<file path="src/rtl/stream_mux_nto1_if.sv">
// Valid/ready bundle for the N-to-1 stream multiplexer: N input channels plus one output stream.
interface stream_mux_nto1_if #(
  parameter int N = 8,
  parameter int W = 8
) ();
  localparam int SELW = $clog2(N);

  logic [N*W-1:0]  in_data;
  logic [N-1:0]    in_valid;
  logic [N-1:0]    in_last;
  logic [N-1:0]    in_ready;
  logic [SELW-1:0] sel;
  logic [W-1:0]    out_data;
  logic            out_valid;
  logic            out_last;
  logic [SELW-1:0] out_ch;
  logic            out_ready;

  modport slave (
    input  in_data, in_valid, in_last, sel, out_ready,
    output in_ready, out_data, out_valid, out_last, out_ch
  );

  modport master (
    output in_data, in_valid, in_last, sel, out_ready,
    input  in_ready, out_data, out_valid, out_last, out_ch
  );
endinterface

</file>
<file path="src/rtl/stream_mux_nto1.sv">
// N-to-1 valid/ready stream mux with a registered output beat.
// Arbitration is either fixed select or round-robin, and a grant stays locked until in_last.
//   state  | meaning
//   IDLE   | no packet in flight; grant chosen by sel (MODE=0) or round-robin (MODE=1)
//   LOCKED | mid-packet; only lock_ch may transfer until its in_last beat is accepted
module stream_mux_nto1 #(
  parameter int N    = 8,
  parameter int W    = 8,
  parameter int MODE = 0,
  parameter int SELW = $clog2(N)
) (
  input logic              clk,
  input logic              rst,
  stream_mux_nto1_if.slave bus
);

  typedef enum logic {IDLE = 1'b0, LOCKED = 1'b1} state_t;

  state_t          state, state_nxt;
  logic [SELW-1:0] lock_ch;
  logic [SELW-1:0] rr_ptr;
  logic [SELW-1:0] g;
  logic            grant_vld;
  logic            can_load;
  logic            accept;
  logic            last_g;

  assign can_load = !bus.out_valid || bus.out_ready;
  assign accept   = grant_vld && can_load;
  assign last_g   = bus.in_last[g];

  // Grant selection. In round-robin, the loop runs from the farthest candidate
  // down to the nearest, so the nearest valid channel after rr_ptr wins.
  always_comb begin
    logic [SELW-1:0] idx;
    g         = '0;
    grant_vld = 1'b0;
    idx       = '0;
    if (state == LOCKED) begin
      g         = lock_ch;
      grant_vld = bus.in_valid[lock_ch];
    end else if (MODE == 0) begin
      g = bus.sel;
      if (int'(bus.sel) < N) begin
        grant_vld = bus.in_valid[bus.sel];
      end
    end else begin
      for (int k = N; k >= 1; k--) begin
        idx = SELW'((int'(rr_ptr) + k) % N);
        if (bus.in_valid[idx]) begin
          g         = idx;
          grant_vld = 1'b1;
        end
      end
    end
  end

  always_ff @(posedge clk) begin
    if (rst) begin
      state <= IDLE;
    end else begin
      state <= state_nxt;
    end
  end

  always_comb begin
    state_nxt = state;
    case (state)
      IDLE:    if (accept && !last_g) state_nxt = LOCKED;
      LOCKED:  if (accept && last_g)  state_nxt = IDLE;
      default: state_nxt = IDLE;
    endcase
  end

  always_comb begin
    bus.in_ready = '0;
    if (accept) begin
      bus.in_ready[g] = 1'b1;
    end
  end

  always_ff @(posedge clk) begin
    if (rst) begin
      lock_ch <= '0;
      rr_ptr  <= SELW'(N - 1);
    end else if (accept) begin
      if (state == IDLE && !last_g) begin
        lock_ch <= g;
      end
      if (last_g) begin
        rr_ptr <= g;
      end
    end
  end

  // A drain and a load on the same edge simply overwrite the old beat.
  always_ff @(posedge clk) begin
    if (rst) begin
      bus.out_valid <= 1'b0;
      bus.out_data  <= '0;
      bus.out_last  <= 1'b0;
      bus.out_ch    <= '0;
    end else if (can_load) begin
      bus.out_valid <= accept;
      if (accept) begin
        bus.out_data <= bus.in_data[int'(g)*W +: W];
        bus.out_last <= last_g;
        bus.out_ch   <= g;
      end
    end
  end

endmodule

</file>
<file path="src/flat_wrapper.sv">
// flat-port wrapper written by rule: the top's interface ports become plain ports
module stream_mux_nto1_flat 
#(
  parameter int N    = 8,
  parameter int W    = 8,
  parameter int MODE = 0,
  parameter int SELW = $clog2(N)
)
  (clk, rst, bus_in_data, bus_in_valid, bus_in_last, bus_sel, bus_out_ready, bus_in_ready, bus_out_data, bus_out_valid, bus_out_last, bus_out_ch);
  stream_mux_nto1_if #(.N(N), .W(W)) bus_i ();
  input logic clk;
  input logic rst;
  input wire logic [$bits(bus_i.in_data)-1:0] bus_in_data;
  input wire logic [$bits(bus_i.in_valid)-1:0] bus_in_valid;
  input wire logic [$bits(bus_i.in_last)-1:0] bus_in_last;
  input wire logic [$bits(bus_i.sel)-1:0] bus_sel;
  input wire logic [$bits(bus_i.out_ready)-1:0] bus_out_ready;
  output wire logic [$bits(bus_i.in_ready)-1:0] bus_in_ready;
  output wire logic [$bits(bus_i.out_data)-1:0] bus_out_data;
  output wire logic [$bits(bus_i.out_valid)-1:0] bus_out_valid;
  output wire logic [$bits(bus_i.out_last)-1:0] bus_out_last;
  output wire logic [$bits(bus_i.out_ch)-1:0] bus_out_ch;
  assign bus_i.in_data = bus_in_data;
  assign bus_i.in_valid = bus_in_valid;
  assign bus_i.in_last = bus_in_last;
  assign bus_i.sel = bus_sel;
  assign bus_i.out_ready = bus_out_ready;
  assign bus_in_ready = bus_i.in_ready;
  assign bus_out_data = bus_i.out_data;
  assign bus_out_valid = bus_i.out_valid;
  assign bus_out_last = bus_i.out_last;
  assign bus_out_ch = bus_i.out_ch;
  stream_mux_nto1 #(.N(N), .W(W), .MODE(MODE), .SELW(SELW)) u_core (.clk(clk), .rst(rst), .bus(bus_i));
endmodule
</file>
<file path="config.mk">
export PLATFORM = sky130hd
export DESIGN_NAME = stream_mux_nto1_flat
export DESIGN_NICKNAME = d
export VERILOG_FILES = /design/src/rtl/stream_mux_nto1_if.sv /design/src/rtl/stream_mux_nto1.sv /design/src/flat_wrapper.sv
export SDC_FILE = /design/constraint.sdc
export NUM_CORES = 1
export LEC_CHECK = 0
export CORE_MARGIN = 5
export CORE_UTILIZATION = 30
export CTS_CLUSTER_DIAMETER = 150
export DETAILED_ROUTE_END_ITERATION = 8
export PLACE_DENSITY = 0.73
export REMOVE_ABC_BUFFERS = 1
export SYNTH_ARGS = -nofsm -noshare
export SYNTH_HDL_FRONTEND = slang
export SYNTH_SLANG_ARGS = --single-unit
</file>
<file path="constraint.sdc">
create_clock -name clk -period 7.06 [get_ports clk]
set_input_delay 2.118 -clock clk [delete_from_list [all_inputs] [get_ports clk]]
set_output_delay 2.118 -clock clk [all_outputs]
set_load 0.03 [all_outputs]
</file>
Met2 routing:
Drawn at 4 px/um.
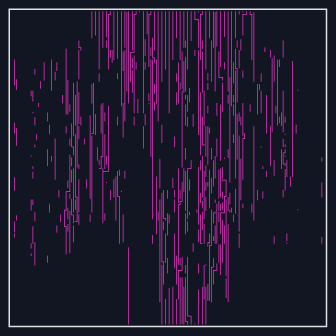
share of all routed wire: 52%
nets with wire on the layer: 292
main direction: vertical
longest straight run: 39.8 um
wire length on this layer: 2540 um

==> results_slide.txt <==
Synthesis and Place & Route Summary

Pwr
  – Int Power: 0.3179 mW
  – Maximum VDD drop: 0.08731 mV
  – Sequential logic power: 0.136 mW
  – Clk network pwr share: 0.138
  – Sw power: 0.2085 mW

Synthesis
  – Largest cells by area: mux2i_1, dfxtp_1, o22ai_1
  – Cell Type Count: 29
  – Comb area leader: multiplexers
  – Post-Synth AOI/OAI Area: 0.2195
  – Most common cell in the netlist: mux2i_1
  – Syn_area_per_cell: 8.637 um^2
  – Synth cell count leaders: mux2i_1, nor2_1, dfxtp_1, o22ai_1, a211oi_1
  – Cell taking the most area after synthesis: mux2i_1
  – Flops after synth: 17

Status
  – Status: completed

GRT
  – Gr ovfl total: 0
  – Number of global-route vias before repair: 1604
  – GRT Util Overall: 0.1535

STA
  – Tmin final: 6.565 ns
  – Worst clock skew: 0.001173 ns
  – Max-slew headroom: 0.6067
  – WHS: 0.4774 ns
  – Period utilization: 0.9299
  – Setup TNS: 0 ns
  – Final worst setup slack: 0.4952 ns

Layout
  – Ratio of cells with drive above 1 in the final layout: 0.08178
  – Finished Core Util: 0.5528
  – Biggest Area Class: non-clock buffers
  – Most frequent logic cells in the routed design: clkdlybuf4s50_1, mux2i_1, nor2_1, o22ai_1, dfxtp_1
  – Most frequent logic cell in the layout: clkdlybuf4s50_1
  – Flop share of the area: 0.1321
  – Biggest regs: u_core.bus.out_data (8), u_core.bus.out_ch (3), u_core.lock_ch (3)

Placed design
  – Hpwl dp: 3931 um
  – Placer Congestion: 0.7951

CTS
  – Post_cts resized: 0
  – Clk sinks: 17
  – Clock H-tree levels: 1
  – Clock tree buffer depth: 2

Floorplan
  – Ports: 107
  – # Taps: 54

Run
  – Stage-log warning count: 25

Worst setup path
  – Crit path max-delay family: buffers and inverters
  – Crit path buf inv count: 2
  – WS Path Type: input port to primary output
  – Reg2reg setup slack: 4.53 ns
  – CP max stage delay: 0.60 ns
  – Crit path DRT: 4.94 ns
Placement density heat map:
Drawn at 4 px/um. 8 x 8 tiles, from black (low) to pale yellow (high), 0 to 100% covered.
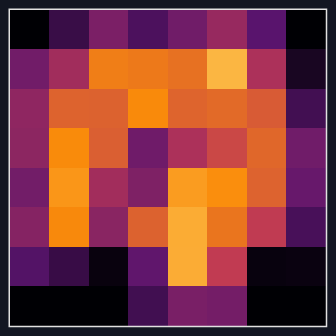
mean over tiles: 40%
nearly empty tiles: 11%
tiles over 75% full: 9.4%
fullest tile: 84%

-- path summary, 6_finish.rpt --
check                                         from                                to  depth (start not counted)
setup / recovery                        bus_sel[1]                   bus_in_ready[1]                          7
hold / removal    u_core.bus.out_last$_SDFFE_PP0P_  u_core.bus.out_last$_SDFFE_PP0P_                          2
hold reg to reg   u_core.bus.out_last$_SDFFE_PP0P_  u_core.bus.out_last$_SDFFE_PP0P_                          2
setup reg to reg                          register    u_core.lock_ch[2]$_SDFFE_PP0P_                          6
-- routing by layer --
metal / global-route usage / vias to the layer above / part of all wire
met5: 0 / - / 0
met4: 0.03093 / 0 / 0.0061
met3: 0.04875 / 2 / 0.087
met2: 0.2844 / 66 / 0.52
met1: 0.1719 / 736 / 0.39
li1: - / 834 / -
No activity file was given, so power comes from the tool's default toggle rates.
